==> run_1/met2.png <==
Cells faint in the background.
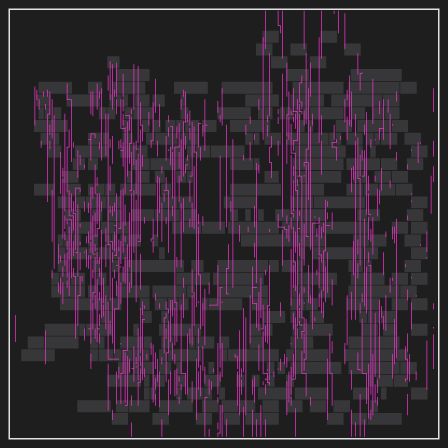
==> run_1/met1.png <==
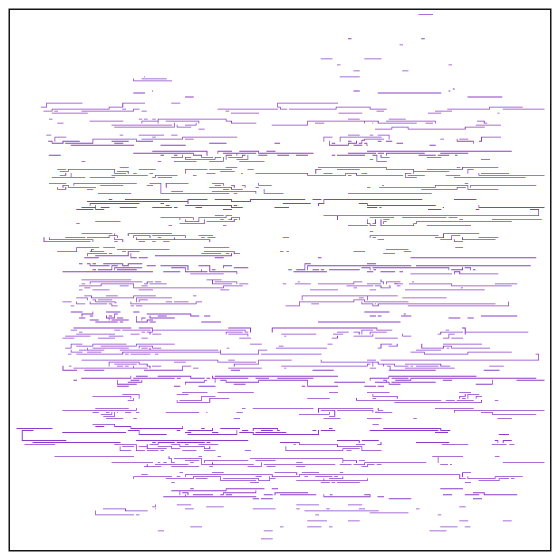
==> run_1/registers.png <==
Other sequential cells in the stronger grey, the rest of the logic in the fainter grey.
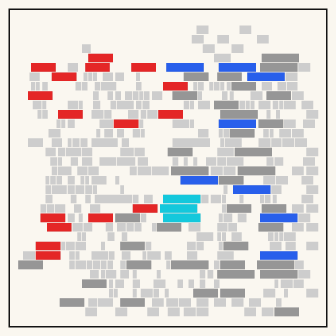
$ cat config.mk
export PLATFORM = sky130hd
export DESIGN_NAME = ppi_host
export DESIGN_NICKNAME = d
export VERILOG_FILES = /design/src/rtl/ppi_host.sv
export SDC_FILE = /design/constraint.sdc
export NUM_CORES = 1
export LEC_CHECK = 0
export ABC_CLOCK_PERIOD_IN_PS = 6530
export CORE_MARGIN = 2
export CORE_UTILIZATION = 40
export CTS_CLUSTER_SIZE = 20
export DETAILED_ROUTE_END_ITERATION = 12
export MAX_ROUTING_LAYER = met4
export SLEW_MARGIN = 25
export SYNTH_ARGS = -nofsm -noshare
export SYNTH_HDL_FRONTEND = slang
export SYNTH_SLANG_ARGS = --single-unit
$ cat constraint.sdc
create_clock -name CLK -period 6.53 [get_ports CLK]
set_input_delay 1.959 -clock CLK [delete_from_list [all_inputs] [get_ports CLK]]
set_output_delay 1.959 -clock CLK [all_outputs]
set_load 0.01 [all_outputs]
$ cat src/rtl/ppi_host.sv
// Command sequencer for an 8255-style parallel peripheral: turns WRITE/READ/BSET/BCLR/RMW/POLL
// requests into single-cycle bus strobes with registered outputs and a one-cycle DONE pulse.
module ppi_host #(
  parameter logic [15:0] POLL_MAX = 16'd255
) (
  input  logic       CLK,
  input  logic       RESET,
  input  logic       REQ,
  input  logic [2:0] OP,
  input  logic [1:0] ADDR,
  input  logic [7:0] WDATA,
  input  logic [7:0] MASK,
  output logic       BUSY,
  output logic [7:0] RDATA,
  output logic       DONE,
  output logic       ERR,
  output logic       PPI_CS,
  output logic       PPI_WR,
  output logic [1:0] PPI_A,
  output logic [7:0] PPI_DOUT,
  input  logic [7:0] PPI_DIN
);

  typedef enum logic [2:0] {S_IDLE, S_RD, S_GAP, S_WR, S_FIN} state_e;

  localparam logic [2:0] OP_WRITE = 3'd0;
  localparam logic [2:0] OP_READ  = 3'd1;
  localparam logic [2:0] OP_BSET  = 3'd2;
  localparam logic [2:0] OP_BCLR  = 3'd3;
  localparam logic [2:0] OP_RMW   = 3'd4;
  localparam logic [2:0] OP_POLL  = 3'd5;

  state_e      state, state_nxt;
  logic [2:0]  op_q;
  logic [1:0]  addr_q;
  logic [7:0]  wdata_q, mask_q;
  logic [15:0] cnt, cnt_nxt, cnt_inc;
  logic        cs_nxt, wr_nxt, err_nxt;
  logic [1:0]  a_nxt;
  logic [7:0]  dout_nxt;

  assign cnt_inc = (cnt == 16'hFFFF) ? cnt : cnt + 16'd1;

  // Bus outputs are computed for the state being entered and registered alongside it.
  always_comb begin
    // NOTE: every signal written here gets a default first, so no path through the case can infer a latch.
    state_nxt = state;
    cnt_nxt   = cnt;
    cs_nxt    = 1'b0;
    wr_nxt    = 1'b0;
    a_nxt     = 2'd0;
    dout_nxt  = 8'h00;
    err_nxt   = 1'b0;
    unique case (state)
      S_IDLE: begin
        if (REQ) begin
          cnt_nxt = '0;
          case (OP)
            OP_WRITE: begin
              state_nxt = S_WR;
              cs_nxt    = 1'b1;
              wr_nxt    = 1'b1;
              a_nxt     = ADDR;
              dout_nxt  = WDATA;
            end
            OP_READ, OP_RMW, OP_POLL: begin
              state_nxt = S_RD;
              cs_nxt    = 1'b1;
              a_nxt     = ADDR;
            end
            OP_BSET, OP_BCLR: begin
              state_nxt = S_WR;
              cs_nxt    = 1'b1;
              wr_nxt    = 1'b1;
              a_nxt     = 2'd3;
              dout_nxt  = {4'b0000, WDATA[2:0], (OP == OP_BSET)};
            end
            default: begin
              state_nxt = S_FIN;
              err_nxt   = 1'b1;
            end
          endcase
        end
      end
      S_RD: begin
        if (op_q == OP_POLL) begin
          cnt_nxt = cnt_inc;
          if (((PPI_DIN ^ wdata_q) & mask_q) == 8'h00) begin
            state_nxt = S_FIN;
          end else if (cnt_inc >= POLL_MAX) begin
            state_nxt = S_FIN;
            err_nxt   = 1'b1;
          end else begin
            state_nxt = S_GAP;
          end
        end else if (op_q == OP_RMW) begin
          state_nxt = S_GAP;
        end else begin
          state_nxt = S_FIN;
        end
      end
      S_GAP: begin
        cs_nxt = 1'b1;
        a_nxt  = addr_q;
        if (op_q == OP_RMW) begin
          state_nxt = S_WR;
          wr_nxt    = 1'b1;
          dout_nxt  = (RDATA & ~mask_q) | (wdata_q & mask_q);
        end else begin
          state_nxt = S_RD;
        end
      end
      S_WR:    state_nxt = S_FIN;
      S_FIN:   state_nxt = S_IDLE;
      default: state_nxt = S_IDLE;
    endcase
  end

  always_ff @(posedge CLK) begin
    // NOTE: sequential state uses non-blocking assignments so every flop samples pre-edge values.
    if (RESET) begin
      state    <= S_IDLE;
      BUSY     <= 1'b0;
      DONE     <= 1'b0;
      ERR      <= 1'b0;
      RDATA    <= 8'h00;
      PPI_CS   <= 1'b0;
      PPI_WR   <= 1'b0;
      PPI_A    <= 2'd0;
      PPI_DOUT <= 8'h00;
      cnt      <= '0;
    end else begin
      state    <= state_nxt;
      BUSY     <= (state_nxt != S_IDLE);
      DONE     <= (state_nxt == S_FIN);
      ERR      <= err_nxt;
      PPI_CS   <= cs_nxt;
      PPI_WR   <= wr_nxt;
      PPI_A    <= a_nxt;
      PPI_DOUT <= dout_nxt;
      cnt      <= cnt_nxt;
      if (state == S_RD) RDATA <= PPI_DIN;
    end
  end

  // NOTE: operand registers are always loaded at acceptance before use, so they carry no reset.
  always_ff @(posedge CLK) begin
    if (state == S_IDLE && REQ) begin
      op_q    <= OP;
      addr_q  <= ADDR;
      wdata_q <= WDATA;
      mask_q  <= MASK;
    end
  end

endmodule

==> impl_metrics.yaml, run 1 <==
# synthesis and place-and-route metrics
power_and_ir_drop:
  leakage_nw: 1.347
  clock_power_share_pct: 40.3
  p_comb_share_pct: 11.9
  p_seq_share_pct: 47.9
  power_switching_mw: 0.2199
  powerDensity_nw_per_um2: 241.6
  peakVddDrop_uv: 103.0
finish:
  inv_count: 2
  largest_class: "flip-flops and latches"
  mostFrequentLayoutCell: "clkdlybuf4s50_1"
  clk_share_pct: 5.596
  mostFrequentLayoutCells: "clkdlybuf4s50_1 (54), dfxtp_1 (42), nor2_1 (35), nand2_1 (32), a21oi_1 (23)"
  mi_logic_area_sq_um: 1459
floorplanning:
  core_sq_um: 7331
  well_tap_count: 99
  die_w_um: 91.40
  chipArea_sq_um: 8354
  fp-row-count: 31
cts:
  post_cts_buffers: 0
  cts-root-buf: "clkbuf_8"
  cts_made_buffers: 9
  hold_buffers: 0
  worstSkewPairLatency_ns: 0.34
yosys:
  synthDistinctLibCells: 62
  ys_chip_area_sq_um: 3055
  synth_warnings: 0
worst_setup_path:
  path_max_fanout: 22
  start_kind: "input pin"
  cp_data_required_time_ns: 6.80
  critPathKind: "in2reg"
  reg2regPathDepth: 6
sta:
  worst_clock_skew_ns: 0.01034
status:
  status: "completed"
route:
  drt-pass1-iter-count: 4
  initialDrtViolationCount: 116
  viasPerCell: 5.617
placed_design:
  dpl.hpwl_um: 5442
grt:
  grt_pass1_vias: 2419
  antenna_found_initial: 0
worst_hold_path:
  min-delay-path-class: "reg2reg"
run:
  warnings: 26
About met2.png:
wire length on this layer	3600 um
main direction	vertical
nets with wire on the layer	329
longest straight run	38.1 um
share of all routed wire	48%
vias after detailed routing: 2612
final WL: 7565 um
met2 usage: 29.96%

About met1.png:
nets with wire on the layer	360
longest straight run	36.3 um
main direction	horizontal
met1 Use GR: 25.29%

About registers.png:
netlist name	colour	flops
cnt	red	16
op_q	cyan	3
wdata_q	blue	8
Power Sequential: 0.442 mW
final core utilization: 52.16%
flop share of the area: 38.48%
register area: 1471 sq um

run 1: metal layers:
layer | wire [um] | part of all wire (%) | vias to the layer above | track usage (%)
met5 | 0 | 0 | - | -
met2 | 3595 | 48 | 79 | 29.96
met1 | 3486 | 46 | 1258 | 25.29
met3 | 396 | 5.2 | 6 | 4.232
li1 | - | - | 1269 | -
met4 | 86 | 1.1 | 0 | 7.197
run 1: state kept, by name (all words and copies together), names as in the netlist:
register  cells
BUSY          1
ERR           1
wdata_q       8
state         3
cnt          16
addr_q        2
PPI_WR        1
DONE          1
PPI_CS        1
PPI_A         2
PPI_DOUT      8
op_q          3
mask_q        8
RDATA         8
run 1: per-stage QoR:
step                      hold slack (ns)  total power [mW]  cell area (sq um)  util (%)
after floorplan                    0.4919            0.5059               3055         -
after detailed placement           0.4635            0.5617               3610     49.24
after global placement             0.4606            0.5612               3610     49.24
after CTS                          0.4729            0.9301               3824     52.16
final                              0.4713            0.9240               3824     52.16
after global routing               0.4983            0.9579               3824     52.16
run 1: cell families after synthesis:
logic type,Yosys count,synth area share [%]
AOI/OAI and AO/OA,83,18.80
xor gates and xnor gates,11,3.153
adders and majority gates,2,0.7780
buffers and inverters,21,4.094
DFF,63,48.16
muxes,9,2.949
and+or+nand+nor,125,22.07
run 1: power by group through the flow:
stage / combinational [mW] / sequential [mW] / clock (mW)
after floorplan: 0.0554 / 0.450 / 0
after global placement: 0.111 / 0.451 / 0
after detailed placement: 0.111 / 0.451 / 0
after CTS: 0.111 / 0.442 / 0.377
after global routing: 0.121 / 0.445 / 0.393
final: 0.110 / 0.442 / 0.372
run 1: critical path: stages:
cell and delay [ns]:
clkdlybuf4s50_1 0.47, or4b_1 0.59, inv_2 0.44, nand2b_4 0.14, nor3_2 0.30, a21oi_1 0.12, nor2_1 0.10
--- run 2 (diff from run 1) ---
--- a/config.mk
+++ b/config.mk
@@ -5,7 +5,7 @@
 export SDC_FILE = /design/constraint.sdc
 export NUM_CORES = 1
 export LEC_CHECK = 0
-export ABC_CLOCK_PERIOD_IN_PS = 6530
+export ABC_CLOCK_PERIOD_IN_PS = 4000
 export CORE_MARGIN = 2
 export CORE_UTILIZATION = 40
 export CTS_CLUSTER_SIZE = 20
==> constraint.sdc (replaced) <==
create_clock -name CLK -period 4 [get_ports CLK]
set_input_delay 1.2 -clock CLK [delete_from_list [all_inputs] [get_ports CLK]]
set_output_delay 1.2 -clock CLK [all_outputs]
set_load 0.01 [all_outputs]
==> run_2/met1.png <==
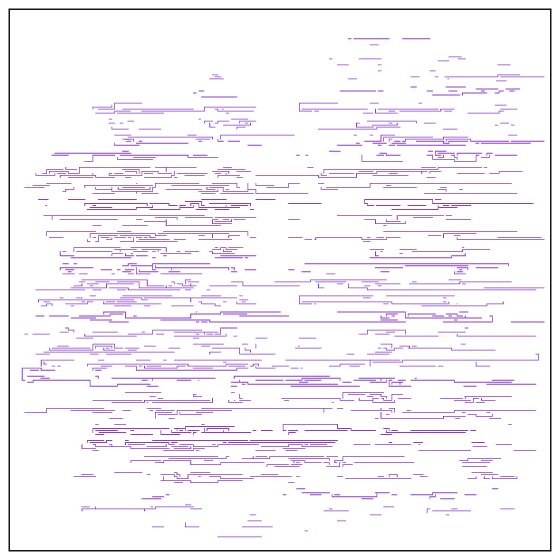
longest straight run	34.5 um
share of all routed wire	48%
vias after detailed routing: 2548
met1 Use GR: 26.37%
final WL: 7538 um

==> run_2/met2.png <==
Cells faint in the background.
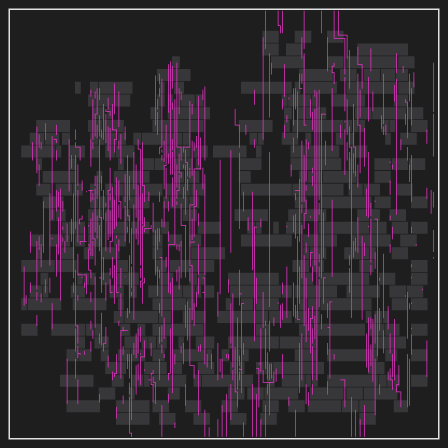
longest straight run	61.5 um
nets with wire on the layer	331
wire length on this layer	3380 um
met2 usage: 28.43%

==> run 2 against run 1 <==
Effect of this change: sequential share of layout area decreased by 0.56 points; combinational power increased by 65%; design area increased by 1.5%; via count decreased by 2.5%; wire length decreased by 0.36%; clock-buffer cell count decreased by 1; sequential power increased by 63%; clock skew decreased by 0.0027 ns; critical path type unchanged.
==> impl_metrics.yaml, run 2 <==
# synthesis and place-and-route metrics
worst_setup_path:
  cpLargestDelayFamily: "buffers and inverters"
  crit_chain: "clkdlybuf4s50_1 > or4b_1 > inv_2 > nand2b_4 > o21a_1 > o22ai_1 > a21o_1"
  crit_slowest_cell: "or4b_1"
  critPathKind: "in2reg"
  path_max_fanout: 9
  slowest_delay_ns: 0.59
  cp_data_required_time_ns: 4.29
  start_kind: "input pin"
placed_design:
  dpl.hpwl_um: 5397
  dpl_cell_area_sq_um: 3640
power_and_ir_drop:
  p_comb_mw: 0.182
  peakVddDrop_uv: 136.2
  p_seq_mw: 0.721
  leakage_nw: 1.379
  p_seq_share_pct: 46.3
  clock_power_share_pct: 42.0
  power_switching_mw: 0.3678
  largestPowerGroup: "sequential cells"
yosys:
  synthDistinctLibCells: 62
  synth_warnings: 0
  ys_chip_area_sq_um: 3055
finish:
  mostFrequentLayoutCell: "clkdlybuf4s50_1"
  design_area_sq_um: 3880
  largest_reg_flops: 16
  top_register: "cnt"
floorplanning:
  die_w_um: 91.40
  fp-row-count: 31
  core_sq_um: 7331
cts:
  post_cts_buffers: 0
  cts_made_buffers: 9
  worstSkewPairLatency_ns: 0.34
  htree_num_levels: 3
  hold_buffers: 0
route:
  drt-pass1-iter-count: 4
  viasPerCell: 5.433
worst_hold_path:
  min-delay-path-class: "reg2reg"
sta:
  worst_clock_skew_ns: 0.007589
run:
  warnings: 26
status:
  status: "completed"
grt:
  grt_pass1_vias: 2413
==> run 2: through the flow <==
step	hold slack, ns	cells	util, %	total power [mW]
after global placement	0.4603	453	49.65	0.9176
after detailed placement	0.4662	453	49.65	0.9190
final	0.4754	469	52.93	1.558
after floorplan	0.4919	314	-	0.8258
after global routing	0.5027	469	52.93	1.620
after CTS	0.4760	469	52.93	1.569
==> run 2: kinds of logic (layout without fill, tap and decap cells) <==
kind of cell | Yosys count | count (layout) | share of synthesized area (%)
fa+ha+maj | 2 | 2 | 0.7780
mux | 9 | 9 | 2.949
compound gates | 83 | 83 | 18.80
xor+xnor | 11 | 11 | 3.153
flops | 63 | 63 | 48.16
simple gates | 125 | 125 | 22.07
buf+inv | 21 | 77 | 4.094
==> run 2: path summary, 6_finish.rpt <==
check            from        to  slack, ns  depth (start not counted)
min reg2reg  RDATA[7]  RDATA[7]       0.48                          2
min          RDATA[7]  RDATA[7]       0.48                          2
max reg2reg    cnt[0]      DONE       1.67                          7
max               REQ  state[1]       1.18                          7
==> run 2: routing by layer <==
| metal | vias up | global-route usage, % | routed length (um) |
|---|---|---|---|
| li1 | 1271 | - | - |
| met1 | 1193 | 26.37 | 3644 |
| met2 | 75 | 28.43 | 3375 |
| met3 | 9 | 4.647 | 436 |
| met4 | 0 | 6.061 | 81 |
| met5 | - | - | 0 |
==> run 2: cell type report <==
type                            instances  area (sq um)  share of cell area [%]
Clock buffer                           11         162.7                   4.192
Clock inverter                          5         77.57                   1.999
Inverter                                2         7.507                  0.1935
Multi-Input combinational cell        230          1459                   37.60
Sequential cell                        63          1471                   37.92
Tap cell                               99         123.9                   3.193
Timing Repair Buffer                   59         578.1                   14.90
==> run 2: worst min-delay path: stages, from the launching register on <==
cell and delay, ns:
dfxtp_1 0.32, nand2_1 0.05, a21oi_1 0.05
--- run 3 (diff from run 2) ---
--- a/config.mk
+++ b/config.mk
@@ -5,7 +5,7 @@
 export SDC_FILE = /design/constraint.sdc
 export NUM_CORES = 1
 export LEC_CHECK = 0
-export ABC_CLOCK_PERIOD_IN_PS = 4000
+export ABC_CLOCK_PERIOD_IN_PS = 2700
 export CORE_MARGIN = 2
 export CORE_UTILIZATION = 40
 export CTS_CLUSTER_SIZE = 20
==> constraint.sdc (replaced) <==
create_clock -name CLK -period 2.7 [get_ports CLK]
set_input_delay 0.81 -clock CLK [delete_from_list [all_inputs] [get_ports CLK]]
set_output_delay 0.81 -clock CLK [all_outputs]
set_load 0.01 [all_outputs]
==> run_3/final_placement.png <==
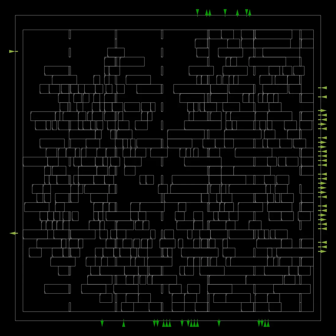
number of cell rows: 31
Core ar.: 7331 sq um
Seq cells: 63
# Taps: 99
fin cells: 476

==> run_3/registers.png <==
Other sequential cells in the stronger grey, the rest of the logic in the fainter grey.
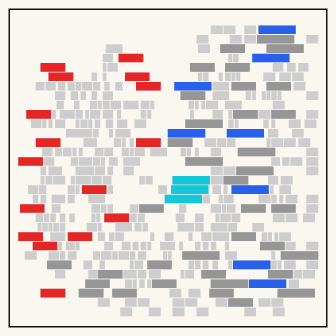
netlist name	colour	flops
cnt	red	16
op_q	cyan	3
wdata_q	blue	8
not coloured	36
final core utilization: 52.88%
flop share of the area: 37.96%
Power Sequential: 1.07 mW

==> run 3 against run 2 <==
Effect of this change: power up 35%; clock skew grew 0.0034 ns; synthesized cell count unchanged; non-clock buffer count is 7 higher; sequential share of layout area about the same; first-iteration DRC count down 36%; setup slack got worse by 0.79 ns; register-to-register slack got worse by 1.3 ns.
==> impl_metrics.yaml, run 3 <==
# synthesis and place-and-route metrics
status:
  status: "completed"
yosys:
  synth_xor_xnor_area_share_pct: 3.153
  netlist_logic_family_top: "simple AND/OR/NAND/NOR gates"
  synthSimpleGateAreaFrac_pct: 22.07
  synth-edff-count: 21
  synth_warnings: 0
  synthAoiAreaFrac_pct: 18.80
  synthesis.instances: 314
  ys_sh_adder_pct: 0.7781
  mux_share_pct: 2.948
  ys_chip_area_sq_um: 3055
  synthDistinctLibCells: 62
worst_setup_path:
  path_max_fanout: 4
  slowest_delay_ns: 0.59
  start_kind: "input pin"
  critPathKind: "in2reg"
  cp_data_required_time_ns: 2.94
  crit_chain: "clkdlybuf4s50_1 > or4b_1 > buf_4 > nand2_1 > o21ai_1 > a22oi_1 > nor2_1"
  crit_slowest_cell: "or4b_1"
placed_design:
  dpl.cell_count: 460
  dpl_cell_area_sq_um: 3692
finish:
  top_register: "cnt"
  largest_reg_flops: 16
  design_area_sq_um: 3876
  mostFrequentLayoutCell: "clkdlybuf4s50_1"
  mostFrequentLayoutCells: "clkdlybuf4s50_1 (54), dfxtp_1 (42), nor2_1 (35), nand2_1 (32), a21oi_1 (23)"
route:
  vias: 2618
  viasPerCell: 5.500
  drt_wl_total_um: 7689
  initialDrtViolationCount: 94
  drt-pass1-iter-count: 4
power_and_ir_drop:
  peakVddDrop_uv: 256.0
  powerDensity_nw_per_um2: 542.6
  finalPower_mw: 2.103
  leakage_nw: 1.381
worst_hold_path:
  min-delay-path-class: "reg2reg"
cts:
  htree_num_levels: 3
  worstSkewPairLatency_ns: 0.35
  hold_buffers: 0
  cts_made_buffers: 9
  cts-root-buf: "clkbuf_8"
floorplanning:
  chipArea_sq_um: 8354
sta:
  timing.hold.ws_ns: 0.4730
  worst_clock_skew_ns: 0.01104
grt:
  grt_pass1_vias: 2452
  antenna_found_initial: 0
run:
  warnings: 26
==> run 3: cell counts after synthesis <==
Identical to the previous run, type by type.
==> run 3: cells by family (layout without fill, tap and decap cells) <==
| logic type | after synthesis | after routing |
|---|---|---|
| flip-flops | 63 | 63 |
| buffers and inverters | 21 | 84 |
| adder cells (fa/ha/maj) | 2 | 2 |
| multiplexers | 9 | 9 |
| XOR/XNOR | 11 | 11 |
| AND/OR/NAND/NOR | 125 | 125 |
| AND-OR/OR-AND | 83 | 83 |
==> run 3: cell type report <==
class | count | area [sq um] | area share (%)
clock inverter | 6 | 46.29 | 1.194
sequential | 63 | 1471 | 37.96
timing repair buffer | 66 | 630.6 | 16.27
tap | 99 | 123.9 | 3.196
multi-input combinational | 230 | 1459 | 37.64
inverter | 2 | 7.507 | 0.1937
clock buffer | 10 | 137.6 | 3.551
==> run 3: final timing paths <==
path                            startpoint  slack, ns  cells past startpoint        to
worst max-delay path                   REQ       0.39                      7    cnt[9]
worst min-delay path              RDATA[7]       0.47                      2  RDATA[7]
worst max register to register      cnt[0]       0.41                      7       ERR
worst min register to register    RDATA[7]       0.47                      2  RDATA[7]
==> run 3: power breakdown <==
group / leakage [nW] / switching, mW / internal [mW] / total [mW]
combinational: 0.751 / 0.144 / 0.142 / 0.286
sequential: 0.541 / 0.0321 / 1.04 / 1.07
clock: 0.0885 / 0.388 / 0.360 / 0.749
==> run 3: critical path, delay by kind of cell <==
family / cells / cell delay [ns]
compound gates: 2 / 0.30
buf+inv: 2 / 0.68
simple gates: 3 / 0.76
==> run 3: layer usage <==
layer / vias to the layer above / track usage [%] / wire, um
li1: 1288 / - / -
met1: 1241 / 25.30 / 3494
met2: 77 / 29.78 / 3617
met3: 12 / 3.320 / 423
met4: 0 / 7.955 / 154
met5: - / - / 0
Power is estimated from default activity; no workload was simulated.
